Fig. 1: run 1, cell classes on the final placement
(2 px per um)
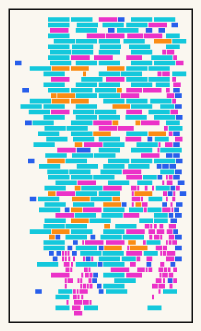
Fig. 2: run 1, clock routing
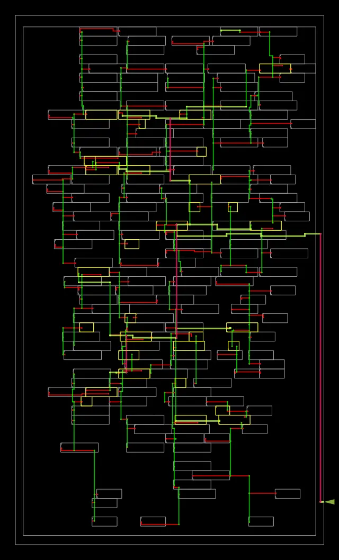
Fig. 3: run 1, signal wires by layer
(2 px per um)
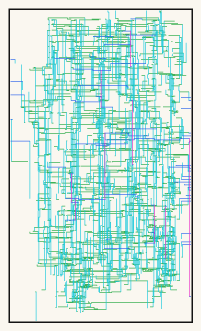
Fig. 4: run 1, cell area per tile
(3 px per um) 9 x 16 tiles, from black (low) to pale yellow (high), 0 to 100% covered.
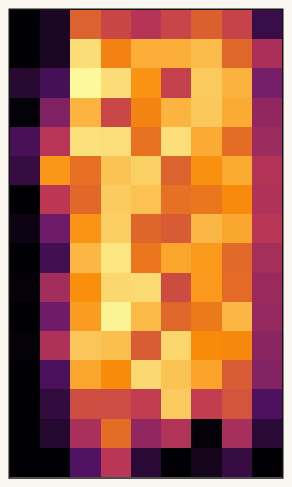
**config.mk**
```make
export PLATFORM = sky130hd
export DESIGN_NAME = sync_fifo
export DESIGN_NICKNAME = d
export VERILOG_FILES = /design/src/rtl/fifo_pkg.sv /design/src/rtl/fifo_ram.sv /design/src/rtl/sync_fifo.sv
export SDC_FILE = /design/constraint.sdc
export NUM_CORES = 1
export LEC_CHECK = 0
export CORE_ASPECT_RATIO = 1.75
export CORE_MARGIN = 2
export CORE_UTILIZATION = 50
export CTS_CLUSTER_DIAMETER = 80
export CTS_CLUSTER_SIZE = 16
export DETAILED_ROUTE_END_ITERATION = 8
export PLACE_DENSITY = 0.72
export SLEW_MARGIN = 25
export SYNTH_ARGS = -nofsm -noshare
export SYNTH_HDL_FRONTEND = slang
export SYNTH_SLANG_ARGS = --single-unit
```
**constraint.sdc**
```tcl
create_clock -name clk -period 2.92 [get_ports clk]
set_clock_uncertainty 0.05 [all_clocks]
set_input_delay 0.438 -clock clk [delete_from_list [all_inputs] [get_ports clk]]
set_output_delay 0.438 -clock clk [all_outputs]
set_load 0.02 [all_outputs]
```
**src/rtl/fifo_pkg.sv**
```systemverilog
// Shared defaults and helper types for the synchronous FIFO slice.
package fifo_pkg;

  localparam int unsigned DATA_W_DEF   = 8;
  localparam int unsigned ADDR_W_DEF   = 4;
  localparam int unsigned AF_LEVEL_DEF = 12;
  localparam int unsigned AE_LEVEL_DEF = 4;

  // Encoding is {read, write} so an accepted-request pair casts directly.
  typedef enum logic [1:0] {
    OP_IDLE = 2'b00,
    OP_PUSH = 2'b01,
    OP_POP  = 2'b10,
    OP_BOTH = 2'b11
  } fifo_op_e;

  function automatic fifo_op_e op_of(input logic wr_acc, input logic rd_acc);
    return fifo_op_e'({rd_acc, wr_acc});
  endfunction

endpackage

```
**src/rtl/fifo_ram.sv**
```systemverilog
// DEPTH x DATA_W storage: one write port, one synchronous read port, no reset.
module fifo_ram #(
  parameter int unsigned DATA_W = 8,
  parameter int unsigned ADDR_W = 4
) (
  input  logic              clk,
  input  logic              we,
  input  logic [ADDR_W-1:0] waddr,
  input  logic [DATA_W-1:0] wdata,
  input  logic              re,
  input  logic [ADDR_W-1:0] raddr,
  output logic [DATA_W-1:0] rdata
);

  logic [DATA_W-1:0] mem [2**ADDR_W];

  // Same-address read and write return the old word (needed when full).
  always_ff @(posedge clk) begin
    if (we) mem[waddr] <= wdata;
    if (re) rdata <= mem[raddr];
  end

endmodule

```
**src/rtl/sync_fifo.sv**
```systemverilog
// Single-clock FIFO: pointers, occupancy count, threshold flags and sticky errors.
module sync_fifo
  import fifo_pkg::*;
#(
  parameter int unsigned DATA_W   = DATA_W_DEF,
  parameter int unsigned ADDR_W   = ADDR_W_DEF,
  parameter int unsigned AF_LEVEL = AF_LEVEL_DEF,
  parameter int unsigned AE_LEVEL = AE_LEVEL_DEF
) (
  input  logic              clk,
  input  logic              rst,
  input  logic              cs,
  input  logic              wr_en,
  input  logic [DATA_W-1:0] wr_data,
  input  logic              rd_en,
  output logic [DATA_W-1:0] rd_data,
  output logic              rd_valid,
  output logic              full,
  output logic              empty,
  output logic              almost_full,
  output logic              almost_empty,
  output logic [ADDR_W:0]   count,
  output logic              overflow,
  output logic              underflow
);

  localparam logic [ADDR_W:0] DEPTH_C = (ADDR_W+1)'(2**ADDR_W);
  localparam logic [ADDR_W:0] AF_C    = (ADDR_W+1)'(AF_LEVEL);
  localparam logic [ADDR_W:0] AE_C    = (ADDR_W+1)'(AE_LEVEL);

  logic [ADDR_W-1:0] head_q, head_d, tail_q, tail_d;
  logic [ADDR_W:0]   count_q, count_d;
  logic              full_q, empty_q, af_q, ae_q;
  logic              ovf_q, udf_q, rd_valid_q;
  logic [DATA_W-1:0] hold_q, ram_rdata;
  logic              rd_acc, wr_acc, ovf_evt, udf_evt;
  fifo_op_e          op;

  always_comb begin
    rd_acc  = cs & rd_en & ~empty_q;
    wr_acc  = cs & wr_en & (~full_q | rd_acc);
    ovf_evt = cs & wr_en & full_q & ~rd_acc;
    udf_evt = cs & rd_en & empty_q;
    op      = op_of(wr_acc, rd_acc);
    head_d  = rd_acc ? head_q + ADDR_W'(1) : head_q;
    tail_d  = wr_acc ? tail_q + ADDR_W'(1) : tail_q;
    count_d = count_q;
    case (op)
      OP_PUSH: count_d = count_q + (ADDR_W+1)'(1);
      OP_POP:  count_d = count_q - (ADDR_W+1)'(1);
      default: count_d = count_q;
    endcase
  end

  always_ff @(posedge clk) begin
    if (rst) begin
      head_q     <= '0;
      tail_q     <= '0;
      count_q    <= '0;
      full_q     <= 1'b0;
      empty_q    <= 1'b1;
      af_q       <= 1'b0;
      ae_q       <= 1'b1;
      ovf_q      <= 1'b0;
      udf_q      <= 1'b0;
      rd_valid_q <= 1'b0;
      hold_q     <= '0;
    end else begin
      head_q     <= head_d;
      tail_q     <= tail_d;
      count_q    <= count_d;
      full_q     <= (count_d == DEPTH_C);
      empty_q    <= (count_d == '0);
      af_q       <= (count_d >= AF_C);
      ae_q       <= (count_d <= AE_C);
      ovf_q      <= ovf_q | ovf_evt;
      udf_q      <= udf_q | udf_evt;
      rd_valid_q <= rd_acc;
      if (rd_valid_q) hold_q <= ram_rdata;
    end
  end

  // RAM output has no reset; hold_q gives the reset-to-zero and hold behaviour.
  fifo_ram #(
    .DATA_W(DATA_W),
    .ADDR_W(ADDR_W)
  ) u_ram (
    .clk  (clk),
    .we   (wr_acc & ~rst),
    .waddr(tail_q),
    .wdata(wr_data),
    .re   (rd_acc & ~rst),
    .raddr(head_q),
    .rdata(ram_rdata)
  );

  assign rd_data      = rd_valid_q ? ram_rdata : hold_q;
  assign rd_valid     = rd_valid_q;
  assign full         = full_q;
  assign empty        = empty_q;
  assign almost_full  = af_q;
  assign almost_empty = ae_q;
  assign count        = count_q;
  assign overflow     = ovf_q;
  assign underflow    = udf_q;

endmodule

```
==> results_dict.tcl, run 1 <==
# yosys + openroad results
set metrics [dict create \
    cts_buffer_depth 2 \
    place.gp.congestion 0.767 \
    highest_layer "met4" \
    vias 3301 \
    logic_area_mm2 0.00180 \
    ys_sh_adder 0.0152 \
    final_cells 595 \
    dieArea_mm2 0.0141 \
    grt_max_degree 36 \
    grt_util_met3 0.0556 \
    dpl_worst_slack_ns -0.192 \
    clk_share 0.0747 \
    clk_pin_slew_ns 0.07 \
    dp_cells 563 \
    num-nonclk-buffers 62 \
    whs_path_depth 2 \
    startpoint "cs" \
    cp.depth 12 \
    place_area_mm2 0.00724 \
    cts_tree "done" \
    p_total_uw 5000 \
    hp-start "underflow$_SDFF_PP0_" \
    synth_warnings 0 \
    hold_class "reg -> reg" \
    antenna_found_initial 0 \
    met2_usage 0.336 \
    layout_top_cell "edfxtp_1" \
    largest_register_ffs 128 \
    status "finished, final reports clean" \
    synth_stat.cells 350 \
    largest_class "sequential cells" \
    finalHoldViolations 0 \
    ant_nets 0 \
    antenna_cells 0 \
    syn-cell-area_mm2 0.00658 \
    port_buffers 32 \
    ff_count 164 \
    maxSlewHeadroom 0.564 \
    ys.flop_type "edfxtp_1" \
    syn_to_final_growth_pct 18.9 \
    comb_share 0.231 \
    die_w_um 90.7 \
    seqAreaFraction 0.594 \
    crit_family "simple AND/OR/NAND/NOR gates" \
]
Back to the opening pictures, Fig. 1:
clock drivers and dummy loads: in orange, cells 32, share of their area 7.7%. other buffers and delay cells: in blue, cells 62, share of their area 7.3%. flops: in cyan, cells 164, share of their area 61%. combinational and other logic: in magenta, cells 166, share of their area 24%.

Back to the opening pictures, Fig. 2:
Late-Pin Clk Latency: 0.42 ns
clock group power: 2140 uW
clk sinks: 164
Layout clock buffers: 18

Back to the opening pictures, Fig. 3:
metal 4: in magenta, wire length 250 um. metal 2: in cyan, wire length 6,820 um. metal 1: in green, wire length 4,430 um. metal 3: in blue, wire length 463 um.

Back to the opening pictures, Fig. 4:
The densest ninth of the die: middle. The emptiest ninth of the die: bottom left. 33% of the tiles are over 75% full. The mean over all tiles is 54%. The fullest tile reaches 99%. 11% of the tiles are nearly empty.

-- run 1: synthesized netlist by cell type (3+ instances only) --
master / count / area (um2)
inv_1: 4 / 15.0
nand2_1: 11 / 41.3
dfxtp_1: 28 / 561
edfxtp_1: 136 / 4080
xnor2_1: 3 / 26.3
nor2_1: 33 / 124
nor2b_1: 15 / 93.8
nand2b_1: 3 / 18.8
clkbuf_1: 13 / 48.8
a21oi_1: 6 / 30.0
ha_1: 8 / 100
buf_6: 3 / 33.8
xor2_1: 7 / 61.3
mux2_2: 10 / 113
nor3_1: 7 / 35.0
mux4_1: 30 / 788
mux4_2: 10 / 225
-- run 1: where the power goes --
group | internal [uW] | switching [uW] | total, uW
clock | 1180 | 961 | 2140
combinational | 140 | 135 | 275
sequential | 2560 | 27.5 | 2580
Fig. 5: run 1, pin placement
(3 px per um) Pins as bars across the die edge, other pins in grey.
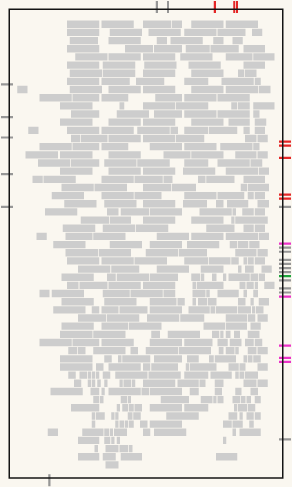

==> inputs of run 2 (changes only) <==
Settings changed: SYNTH_HIERARCHICAL set to 1.
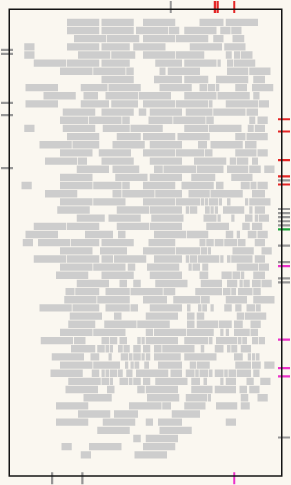
Fig. 6. Pin placement (run 2).
(3 px per um) Pins as bars across the die edge, other pins in grey.
`rd_data`: in red, pins 8, direction output, edge 5 right, 3 top. `count`: in magenta, pins 5, direction output, edge 4 right, 1 bottom. `wr_en`: in green, pins 1, direction input, edge right.
All pins by edge: 21 right, 5 left, 4 top, 3 bottom.

==> run 2 against run 1 <==
Against the previous run:
- synthesized cell count is 3.7% higher
- cell count is 2.9% higher
- largest power group unchanged
- sequential power hardly changed
- clock power hardly changed
- first-iteration DRC count is 2.0% lower
- register-to-register slack worse by 0.09 ns
- maximum frequency is 0.63% lower
- die size is 0.81% lower
- highest routed layer unchanged
- count of clock-buffer cells in the layout is 1 higher
- non-clock buffer count is 1 higher
==> results_dict.tcl, run 2 <==
# yosys + openroad results
set metrics [dict create \
    clkPwrFrac 0.429 \
    ys_top_cells_by_count "edfxtp_1 (136), nor2_1 (33), dfxtp_1 (28)" \
    syn_to_final_growth_pct 19.2 \
    clk_pin_slew_ns 0.07 \
    dp_cells 580 \
    p_clk_uw 2160 \
    port_buffers 32 \
    comb_power_share 0.058 \
    power.internal_uw 3910 \
    synth_top_cell_by_count "edfxtp_1" \
    hold_class "in -> reg" \
    p_seq_frac 0.513 \
    status "finished, final reports clean" \
    vias 3372 \
    met2_usage 0.351 \
    cts_tree "done" \
    layout_top_cell "edfxtp_1" \
    dieArea_mm2 0.0140 \
    ant_nets 0 \
    p_switching_uw 1140 \
    pg_seq_uw 2590 \
    synthTopCellsByArea "edfxtp_1 (63%), dfxtp_1 (8.6%), mux4_2 (6.2%), mux4_1 (5.6%), nor2_1 (1.9%)" \
    startpoint "rd_en" \
    grt_max_degree 35 \
    ys_sh_adder 0.00959 \
    final_cells 612 \
    highest_layer "met4" \
    place.gp.congestion 0.778 \
    place_area_mm2 0.00718 \
    cts_buffer_depth 2 \
    cts.sink_count 164 \
    synth_warnings 6 \
    largest_register_ffs 128 \
    hp-start "cs" \
    pg_comb_uw 294 \
    synth_stat.cells 363 \
]
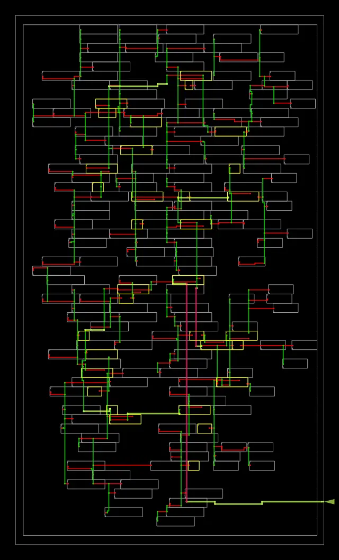
Fig. 7. Clock routing (run 2).
Late-Pin Clk Latency: 0.41 ns
Layout clock buffers: 19

run 2: critical path: stages:
cell             delay [ns]
clkdlybuf4s50_1        0.50
nand3b_1               0.12
a21oi_2                0.18
inv_1                  0.07
ha_1                   0.22
xor2_1                 0.17
ha_2                   0.20
nor2b_2                0.16
a31oi_1                0.18
o32a_1                 0.22
mux2i_2                0.28
inv_1                  0.10
nor3_2                 0.18
run 2: what timing repair did:
item | 4_1_cts | 5_1_grt
resized | 0 | 4
hold endpoints to repair | 0 | 0
setup endpoints to repair | 0 | 3
run 2: cell type report:
| type | instances | area [um2] |
|---|---|---|
| clock buffer | 19 | 464 |
| clock inverter | 13 | 121 |
| fill | 958 | 5090 |
| inverter | 4 | 15.0 |
| multi-input combinational | 178 | 1750 |
| sequential | 164 | 4650 |
| tap | 171 | 214 |
| timing repair buffer | 63 | 568 |
==> inputs of run 3 (changes only) <==
Settings changed: GPL_ROUTABILITY_DRIVEN set to 1.
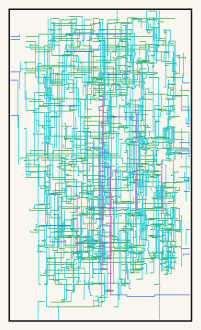
Fig. 8. Signal wires by layer (run 3).
(2 px per um)
final WL: 12.4 mm
routed vias: 3,372
All-Layer GR Usage: 0.186
WL/cell: 20.3 um

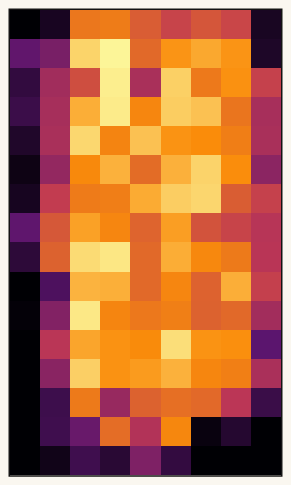
Fig. 9. Cell area per tile (run 3).
(3 px per um) 9 x 16 tiles, from black (low) to pale yellow (high), 0 to 100% covered.
28% of the tiles are over 75% full. The fullest tile reaches 98%. The emptiest ninth of the die: bottom left. The mean over all tiles is 54%.

==> run 3 against run 2 <==
Against the previous run:
- core utilization stayed put
- critical path depth stayed put
- routed wire length stayed put
- sequential share of layout area stayed put
- hold slack stayed put
- setup slack stayed put
- via count stayed put
- synthesized cell count stayed put
- register-to-register slack hardly changed
- maximum frequency stayed put
- largest power group unchanged
==> results_dict.tcl, run 3 <==
# yosys + openroad results
set metrics [dict create \
    crit_family "buffers and inverters" \
    cp.depth 13 \
    hold_class "in -> reg" \
    place.gp.congestion 0.778 \
    cts-resized-gates 0 \
    pg_seq_uw 2590 \
    synth_warnings 6 \
    synthTopCellsByArea "edfxtp_1 (63%), dfxtp_1 (8.6%), mux4_2 (6.2%), mux4_1 (5.6%), nor2_1 (1.9%)" \
    ys_top_cells_by_count "edfxtp_1 (136), nor2_1 (33), dfxtp_1 (28)" \
    pg_comb_uw 294 \
    place_area_mm2 0.00718 \
    final_cells 612 \
    crit_buf_inv 3 \
    crit_slowest_cell "clkdlybuf4s50_1" \
    p_clk_uw 2160 \
    met2_usage 0.351 \
    cts.sink_count 164 \
    dp_cells 580 \
    p_switching_uw 1140 \
    comb_power_share 0.058 \
    power.internal_uw 3910 \
    cts_tree "done" \
    highest_layer "met4" \
    path_cells "clkdlybuf4s50_1, nand3b_1, a21oi_2, inv_1, ha_1, xor2_1, ha_2, nor2b_2, a31oi_1, o32a_1, mux2i_2, inv_1, nor3_2" \
    startpoint "rd_en" \
    syn_to_final_growth_pct 19.2 \
    synth_top_cell_by_count "edfxtp_1" \
    grt_max_degree 35 \
    status "finished, final reports clean" \
]
## run 3: cell counts after synthesis
Identical to the previous run, type by type.
## run 3: layout make-up
type | count | area [um2]
Inverter | 4 | 15.0
Multi-Input combinational cell | 178 | 1750
Fill cell | 958 | 5090
Clock inverter | 13 | 121
Clock buffer | 19 | 464
Timing Repair Buffer | 63 | 568
Tap cell | 171 | 214
Sequential cell | 164 | 4650
## run 3: kinds of logic after synthesis
| group | count (synthesis) | synth area share |
|---|---|---|
| AOI/OAI and AO/OA | 34 | 0.0401 |
| and+or+nand+nor | 86 | 0.0660 |
| muxes | 43 | 0.137 |
| adders and majority gates | 5 | 0.00959 |
| DFF | 164 | 0.712 |
| xor gates and xnor gates | 10 | 0.0134 |
| buffers and inverters | 21 | 0.0217 |
Power figures rest on the tool's default switching activity, not on a simulated workload.
